File: src/rtl/mem_stage_access_unit.sv
// -----------------------------------------------------------------------------
// mem_stage_access_unit
//
// MEM-stage load/store engine. Takes the registered load/store from the EX/MEM
// pipeline register, checks alignment and encoding, and either issues a single
// valid/ready request on the data-memory port or raises a one-cycle
// misaligned/illegal exception. Load responses are shifted down to byte 0 and
// sign- or zero-extended. The rest of the pipeline is held while an access is
// in flight.
//
// Ports:
//   clk, reset            clock, synchronous active-high reset
//   MEM_memory_read       load present in MEM
//   MEM_memory_write      store present in MEM (wins over read)
//   MEM_funct3            size/sign: 000 B, 001 H, 010 W, 100 BU, 101 HU
//   MEM_alu_result        effective byte address
//   MEM_read_data2        store data
//   dmem_req_*            request channel (valid/ready)
//   dmem_resp_valid/rdata read response (no back-pressure)
//   mem_stall             hold IF..MEM stages
//   load_data             aligned, extended load result (held until next load)
//   load_data_valid       one-cycle pulse when a load completes
//   misaligned_exception  one-cycle pulse when an access is rejected
//   misaligned_addr       offending byte address (valid with the pulse)
//   dbg_state             current FSM state, for observation only
// -----------------------------------------------------------------------------
module mem_stage_access_unit #(
  parameter int XLEN = 32
) (
  input  logic            clk,
  input  logic            reset,
  input  logic            MEM_memory_read,
  input  logic            MEM_memory_write,
  input  logic [2:0]      MEM_funct3,
  input  logic [XLEN-1:0] MEM_alu_result,
  input  logic [XLEN-1:0] MEM_read_data2,
  output logic            dmem_req_valid,
  input  logic            dmem_req_ready,
  output logic            dmem_req_write,
  output logic [XLEN-1:0] dmem_req_addr,
  output logic [XLEN-1:0] dmem_req_wdata,
  output logic [3:0]      dmem_req_wstrb,
  input  logic            dmem_resp_valid,
  input  logic [XLEN-1:0] dmem_resp_rdata,
  output logic            mem_stall,
  output logic [XLEN-1:0] load_data,
  output logic            load_data_valid,
  output logic            misaligned_exception,
  output logic [XLEN-1:0] misaligned_addr,
  output logic [2:0]      dbg_state
);

  typedef enum logic [2:0] {
    S_IDLE      = 3'd0,
    S_REQ       = 3'd1,
    S_WAIT_RESP = 3'd2,
    S_DONE      = 3'd3,
    S_FAULT     = 3'd4
  } state_t;

  state_t            r_state;
  state_t            w_next_state;

  logic [XLEN-1:0]   r_addr;
  logic [2:0]        r_funct3;
  logic              r_write;
  logic [XLEN-1:0]   r_wdata;
  logic [3:0]        r_wstrb;
  logic [XLEN-1:0]   r_load_data;

  logic              w_access;
  logic              w_illegal;
  logic [XLEN-1:0]   w_wdata;
  logic [3:0]        w_wstrb;
  logic [XLEN-1:0]   w_shifted;
  logic [XLEN-1:0]   w_load_ext;

  // A store takes priority when both flags are set, so "access" is the OR and
  // the direction is simply the write flag.
  assign w_access = MEM_memory_read | MEM_memory_write;

  // Legality of the access currently presented by EX/MEM.
  always_comb begin
    w_illegal = 1'b0;
    case (MEM_funct3)
      3'b000:  w_illegal = 1'b0;
      3'b001:  w_illegal = MEM_alu_result[0];
      3'b010:  w_illegal = (MEM_alu_result[1:0] != 2'b00);
      3'b100:  w_illegal = MEM_memory_write;
      3'b101:  w_illegal = MEM_memory_write | MEM_alu_result[0];
      default: w_illegal = 1'b1;
    endcase
  end

  // Store lane placement: data is replicated across lanes so the byte strobe
  // alone selects the target bytes. Loads carry an all-zero strobe.
  always_comb begin
    w_wdata = MEM_read_data2;
    w_wstrb = 4'b0000;
    if (MEM_memory_write) begin
      case (MEM_funct3[1:0])
        2'b00: begin
          w_wdata = {4{MEM_read_data2[7:0]}};
          w_wstrb = 4'b0001 << MEM_alu_result[1:0];
        end
        2'b01: begin
          w_wdata = {2{MEM_read_data2[15:0]}};
          w_wstrb = 4'b0011 << MEM_alu_result[1:0];
        end
        default: begin
          w_wdata = MEM_read_data2;
          w_wstrb = 4'b1111;
        end
      endcase
    end
  end

  // Load alignment: bring the addressed byte/halfword down to bit 0, then
  // extend according to the latched funct3.
  assign w_shifted = dmem_resp_rdata >> {r_addr[1:0], 3'b000};

  always_comb begin
    w_load_ext = w_shifted;
    case (r_funct3)
      3'b000:  w_load_ext = {{(XLEN-8){w_shifted[7]}}, w_shifted[7:0]};
      3'b001:  w_load_ext = {{(XLEN-16){w_shifted[15]}}, w_shifted[15:0]};
      3'b100:  w_load_ext = {{(XLEN-8){1'b0}}, w_shifted[7:0]};
      3'b101:  w_load_ext = {{(XLEN-16){1'b0}}, w_shifted[15:0]};
      default: w_load_ext = dmem_resp_rdata;
    endcase
  end

  // ---------------------------------------------------------------------------
  // FSM: state register
  // ---------------------------------------------------------------------------
  always_ff @(posedge clk) begin
    if (reset) begin
      r_state <= S_IDLE;
    end else begin
      r_state <= w_next_state;
    end
  end

  // ---------------------------------------------------------------------------
  // FSM: next state
  // Handshake: a request transfers in the cycle where dmem_req_valid and
  // dmem_req_ready are both high; once valid rises every request field stays
  // constant until that cycle, and valid never drops before it. The response
  // channel has no ready: dmem_resp_valid is consumed only in WAIT_RESP.
  // ---------------------------------------------------------------------------
  always_comb begin
    w_next_state = r_state;
    case (r_state)
      S_IDLE: begin
        if (w_access) begin
          w_next_state = w_illegal ? S_FAULT : S_REQ;
        end
      end
      S_REQ: begin
        if (dmem_req_ready) begin
          w_next_state = r_write ? S_DONE : S_WAIT_RESP;
        end
      end
      S_WAIT_RESP: begin
        if (dmem_resp_valid) begin
          w_next_state = S_DONE;
        end
      end
      S_DONE:  w_next_state = S_IDLE;
      S_FAULT: w_next_state = S_IDLE;
      default: w_next_state = S_IDLE;
    endcase
  end

  // ---------------------------------------------------------------------------
  // Datapath registers: request fields are captured once in IDLE and held
  // through REQ; load data only changes on a response seen in WAIT_RESP.
  // ---------------------------------------------------------------------------
  always_ff @(posedge clk) begin
    if (reset) begin
      r_addr      <= '0;
      r_funct3    <= 3'b000;
      r_write     <= 1'b0;
      r_wdata     <= '0;
      r_wstrb     <= 4'b0000;
      r_load_data <= '0;
    end else begin
      if (r_state == S_IDLE && w_access) begin
        r_addr   <= MEM_alu_result;
        r_funct3 <= MEM_funct3;
        r_write  <= MEM_memory_write;
        r_wdata  <= w_wdata;
        r_wstrb  <= w_wstrb;
      end
      if (r_state == S_WAIT_RESP && dmem_resp_valid) begin
        r_load_data <= w_load_ext;
      end
    end
  end

  // ---------------------------------------------------------------------------
  // FSM: outputs
  // ---------------------------------------------------------------------------
  always_comb begin
    dmem_req_valid       = 1'b0;
    mem_stall            = 1'b0;
    load_data_valid      = 1'b0;
    misaligned_exception = 1'b0;
    misaligned_addr      = '0;
    case (r_state)
      S_IDLE:      mem_stall = w_access;
      S_REQ: begin
        dmem_req_valid = 1'b1;
        mem_stall      = 1'b1;
      end
      S_WAIT_RESP: mem_stall = 1'b1;
      S_DONE:      load_data_valid = ~r_write;
      S_FAULT: begin
        misaligned_exception = 1'b1;
        misaligned_addr      = r_addr;
      end
      default: begin
        dmem_req_valid = 1'b0;
      end
    endcase
  end

  assign dmem_req_write = r_write;
  assign dmem_req_addr  = {r_addr[XLEN-1:2], 2'b00};
  assign dmem_req_wdata = r_wdata;
  assign dmem_req_wstrb = r_wstrb;
  assign load_data      = r_load_data;
  assign dbg_state      = r_state;

endmodule

File: config.mk
export PLATFORM = sky130hd
export DESIGN_NAME = mem_stage_access_unit
export DESIGN_NICKNAME = d
export VERILOG_FILES = /design/src/rtl/mem_stage_access_unit.sv
export SDC_FILE = /design/constraint.sdc
export NUM_CORES = 1
export LEC_CHECK = 0
export CAP_MARGIN = 10
export CORE_AREA = 2 2 115 117
export CTS_BUF_LIST = sky130_fd_sc_hd__clkbuf_8 sky130_fd_sc_hd__clkbuf_16
export DETAILED_ROUTE_END_ITERATION = 12
export DIE_AREA = 0 0 117 119
export PLACE_DENSITY = 0.83
export REMOVE_ABC_BUFFERS = 1
export SYNTH_ARGS = -nofsm -noshare
export SYNTH_HDL_FRONTEND = slang
export SYNTH_SLANG_ARGS = --single-unit
File: constraint.sdc
create_clock -name clk -period 2.2 [get_ports clk]
set_input_delay 0.44 -clock clk [delete_from_list [all_inputs] [get_ports clk]]
set_output_delay 0.44 -clock clk [all_outputs]
set_load 0.1 [all_outputs]
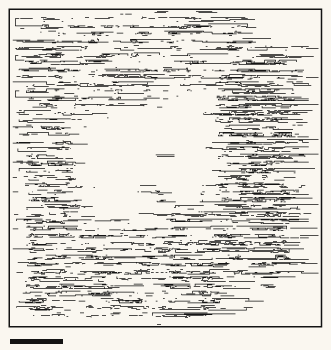
Fig. 1. Signal wires on met1.
Bar = 20 um.
share of all routed wire: 41%
nets with wire on the layer: 795
main direction: horizontal
wire length on this layer: 6570 um

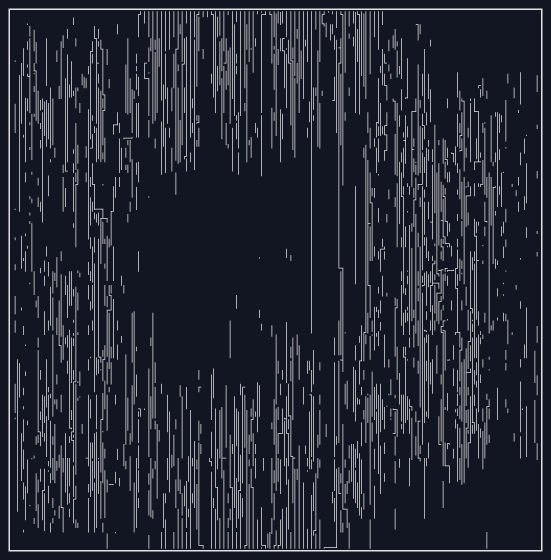
Fig. 2. The metal 2 layer.
nets with wire on the layer: 799
share of all routed wire: 47%

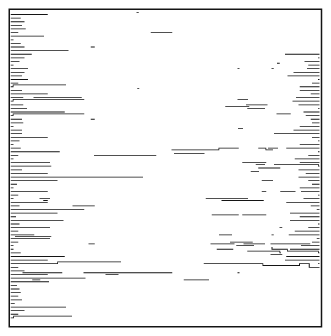
Fig. 3. Signal wires on met3.
main direction: horizontal
longest straight run: 49.4 um
share of all routed wire: 10%
nets with wire on the layer: 180

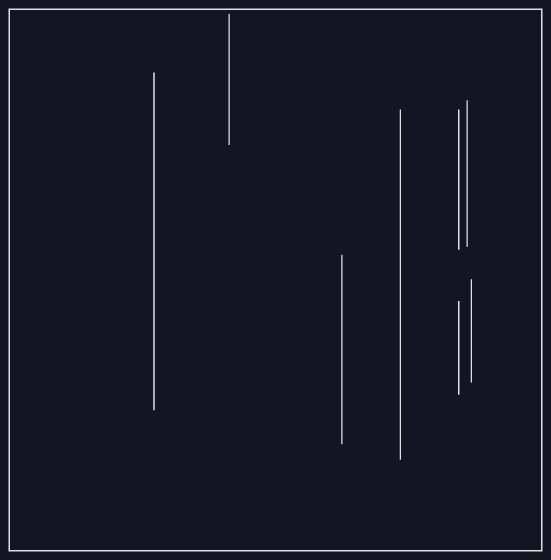
Fig. 4. Metal 4.
main direction: vertical
nets with wire on the layer: 7
share of all routed wire: 2.1%

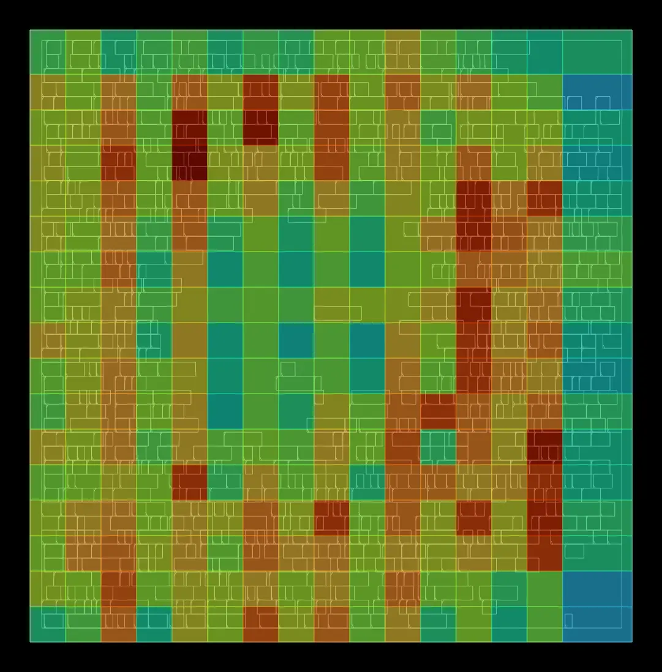
Fig. 5. Track usage over the die.
global routing usage summed across all routing layers: 22.3%
average wire length per cell after detail routing: 15.6 um
met3 Track Usage GR: 7.23%

==> reports/qor.tcl <==
set qor(outcome) {complete, no violations}
set qor(synth.top_cells.by_area) {sky130_fd_sc_hd__dfxtp_1, sky130_fd_sc_hd__a21oi_1, sky130_fd_sc_hd__nand2_1, sky130_fd_sc_hd__buf_4, sky130_fd_sc_hd__and2_1}
set qor(largest_stage_delay_on_the_critical_path_ps) 450
set qor(drc) 0
set qor(std_cell_rows) 42
set qor(rsz0062_at_grt) {no}
set qor(netlist_instances) 653
set qor(critPathCaptureType) {primary output}
set qor(report.final.hold_viol_count) 0
set qor(final_antenna_net_count) 0
set qor(finalWorstPathRequiredPeriod_ps) 2130
set qor(cpLargestDelayFamily) {simple AND/OR/NAND/NOR gates}
set qor(worst_ep_arrival_ps) 1690
set qor(number_of_antenna_violations_at_the_first_check_in_global_routing) 0
set qor(synth.distinct_cells) 43
set qor(cellLeakagePower_nw) 3.22
set qor(seq_area_frac_synth_pct) 40.8
set qor(cell_count_in_the_yosys_report) 653
set qor(finalPower_mw) 6.66
set qor(worst_path_max_delay_cell) {sky130_fd_sc_hd__dfxtp_2}
set qor(grt_max_degree) 66
set qor(chipWidth_um) 117
set qor(routabilityCongestion) 0.823
set qor(timing.hold.worst.start) {dmem_req_wdata[25]$_SDFFE_PP0P_}
set qor(most_used_cell_cp) {sky130_fd_sc_hd__buf_12}
set qor(core_area_um2) 12900
set qor(vias_per_inst) 5.18
set qor(synth_area_leader_cell) {sky130_fd_sc_hd__dfxtp_1}
set qor(nets) 947
set qor(yosys_warning_total) 0
set qor(dpl.cell_count) 1007
set qor(cts_resized) 3
set qor(synth-edff-count) 0
set qor(clock_skew_ps) 5.44
set qor(power_density_relative_to_cell_area_nw_per_um2) 825
set qor(peakVddDrop_v) 0.000508
set qor(pin_count) 245
set qor(tritoncts) {done}
set qor(crit_buf_inv) 2
set qor(cp.depth) 4
set qor(ctsRootBufferMaster) {sky130_fd_sc_hd__clkbuf_16}
set qor(critical_path_class) {register to primary output}
set qor(synthesis.area_per_instance_um2) 8.03
set qor(post_synth_most_frequent_cells) {sky130_fd_sc_hd__nand2_1, sky130_fd_sc_hd__dfxtp_1, sky130_fd_sc_hd__a21oi_1}
set qor(worst_setup_path_start_kind) {register}
set qor(cts_setup_buffers) 0
set qor(critPathRequiredTime_ps) 1760
set qor(drt_pass1_iterations) 7
set qor(drtIter0Drc) 344
set qor(drv_cap) 0
set qor(p_r_area_growth_vs_syn_pct) 53.9
set qor(final_util_pct) 62.7
set qor(fp.dieArea_um2) 13900
set qor(dp_hpwl_um) 11700
set qor(final-instance-count-excl-fill) 1022
set qor(post_route_cells_drive_above_1_share_pct) 23.3
set qor(grt_pass1_vias) 4911
set qor(async_flop_share_pct) 0
set qor(clock_latency_ps) 350
set qor(fin_crit_sh_pct) 97.0
set qor(cts_clock_pin_slew_for_the_worst_setup_and_hold_paths_ps) 70
set qor(timing.critical_path.cells) {nor3b_4, buf_12, and2_1, buf_12}
set qor(crit_end) {misaligned_addr[22]}
set qor(worstHoldEndpoint) {dmem_req_wdata[25]$_SDFFE_PP0P_}
set qor(hold_path_class) {register to register}
set qor(ctsLongestPathBuffers) 2
set qor(filler_cell_count) 1069
set qor(numPortBuffers) 242
set qor(setup.worst_path.start) {dbg_state[2]$_SDFFE_PP0P_}
set qor(fmaxAchievable_ghz) 0.468
set qor(reg_to_reg_endpoint) {load_data[4]$_SDFFE_PP0P_}
set qor(final-setup-viol-count) 0
set qor(synth_area_um2) 5240
set qor(layout_top_cell_excl_fill_tap) {sky130_fd_sc_hd__nand2_1}
set qor(synthMostInstantiatedCell) {sky130_fd_sc_hd__nand2_1}
set qor(clock_sink_count) 107
set qor(placement_setup_slack_ps) 179
set qor(yosys_stat_area_um2) 5240
set qor(r2r_setup_slack_ps) 400
set qor(report.final.slew_viol_count) 0
set qor(antenna_cells_inserted) 0
set qor(final_cell_mix) {sky130_fd_sc_hd__nand2_1, sky130_fd_sc_hd__buf_4, sky130_fd_sc_hd__dfxtp_1, sky130_fd_sc_hd__clkdlybuf4s50_1, sky130_fd_sc_hd__a21oi_1}
set qor(rr_worst_depth) 5
set qor(cts_hold_buf) 0
set qor(worstPathMaxFanout) 33
set qor(flop_and_latch_count_out_of_synthesis) 107
set qor(worst-slew-pin-transition_ps) 605
set qor(max_slew_margin_pct) 59.6
set qor(stage_log_warnings) 25
set qor(fp-utilization_pct) 40.7
set qor(top_area_share_pct) 40.8
set qor(routed-via-count) 5290
set qor(grt_first_pass_wirelength_um) 24900
set qor(htreeDepth) 3
set qor(layout_setup_ws_ps) 65.4
set qor(wl_um) 16000
set qor(die-height_um) 119
set qor(synthFlopType) {sky130_fd_sc_hd__dfxtp_1}
set qor(cts_buffers) 9
set qor(reg2reg_from) {r_addr[1]$_SDFFE_PP0P_}
-- sequential cells by signal, indices dropped and copies added, names as in the netlist --
name / cells
dbg_state: 3
dmem_req_wdata: 32
r_funct3: 3
r_addr: 32
dmem_req_wstrb: 4
load_data: 32
dmem_req_write: 1
-- kinds of logic after synthesis --
kind of cell | Yosys count | synth area share (%)
buffers and inverters | 86 | 9.40
other | 1 | 0.0715
multiplexers | 26 | 5.23
AND/OR/NAND/NOR | 256 | 23.0
AND-OR/OR-AND | 177 | 21.4
flip-flops | 107 | 40.8
-- worst reg2reg max path, delay by kind of cell, from the launching register on --
kind                   cells  cell delay [ps]
buffers and inverters      1              250
AND/OR/NAND/NOR            2              570
AND-OR/OR-AND              2              300
flip-flops                 1              560
-- power breakdown --
group          internal [mW]  switching, mW  total [mW]
Combinational          0.754           1.94        2.69
Sequential              2.10          0.133        2.23
Clock                   1.02          0.722        1.74
Total                   3.87           2.79        6.66
-- through the flow --
step           TNS [ps]  hold WS [ps]  cell area [um^2]
2_1_floorplan   -193420           448              4760
3_3_place_gp          0           439              7740
3_5_place_dp          0           445              7740
4_1_cts               0           454              8070
5_1_grt               0           469              8070
6_report              0           451              8070
-- metal layers --
layer	up-vias	wire length (um)	share of wire, %	GRT usage [%]
met5	-	0	0	0
met4	0	326	2.0	8.09
met3	22	1590	10	7.23
met2	232	7480	47	35.6
met1	2461	6570	41	28.0
li1	2575	-	-	-
-- cell type report --
type	count	area [um^2]	area share (%)
Clock inverter	5	78.8	0.976
Multi-Input combinational cell	461	2640	32.7
Clock buffer	10	239	2.96
Inverter	2	7.51	0.0930
Tap cell	176	220	2.73
Timing Repair Buffer	261	2740	34.0
Sequential cell	107	2150	26.6
Power figures rest on the tool's default switching activity, not on a simulated workload.
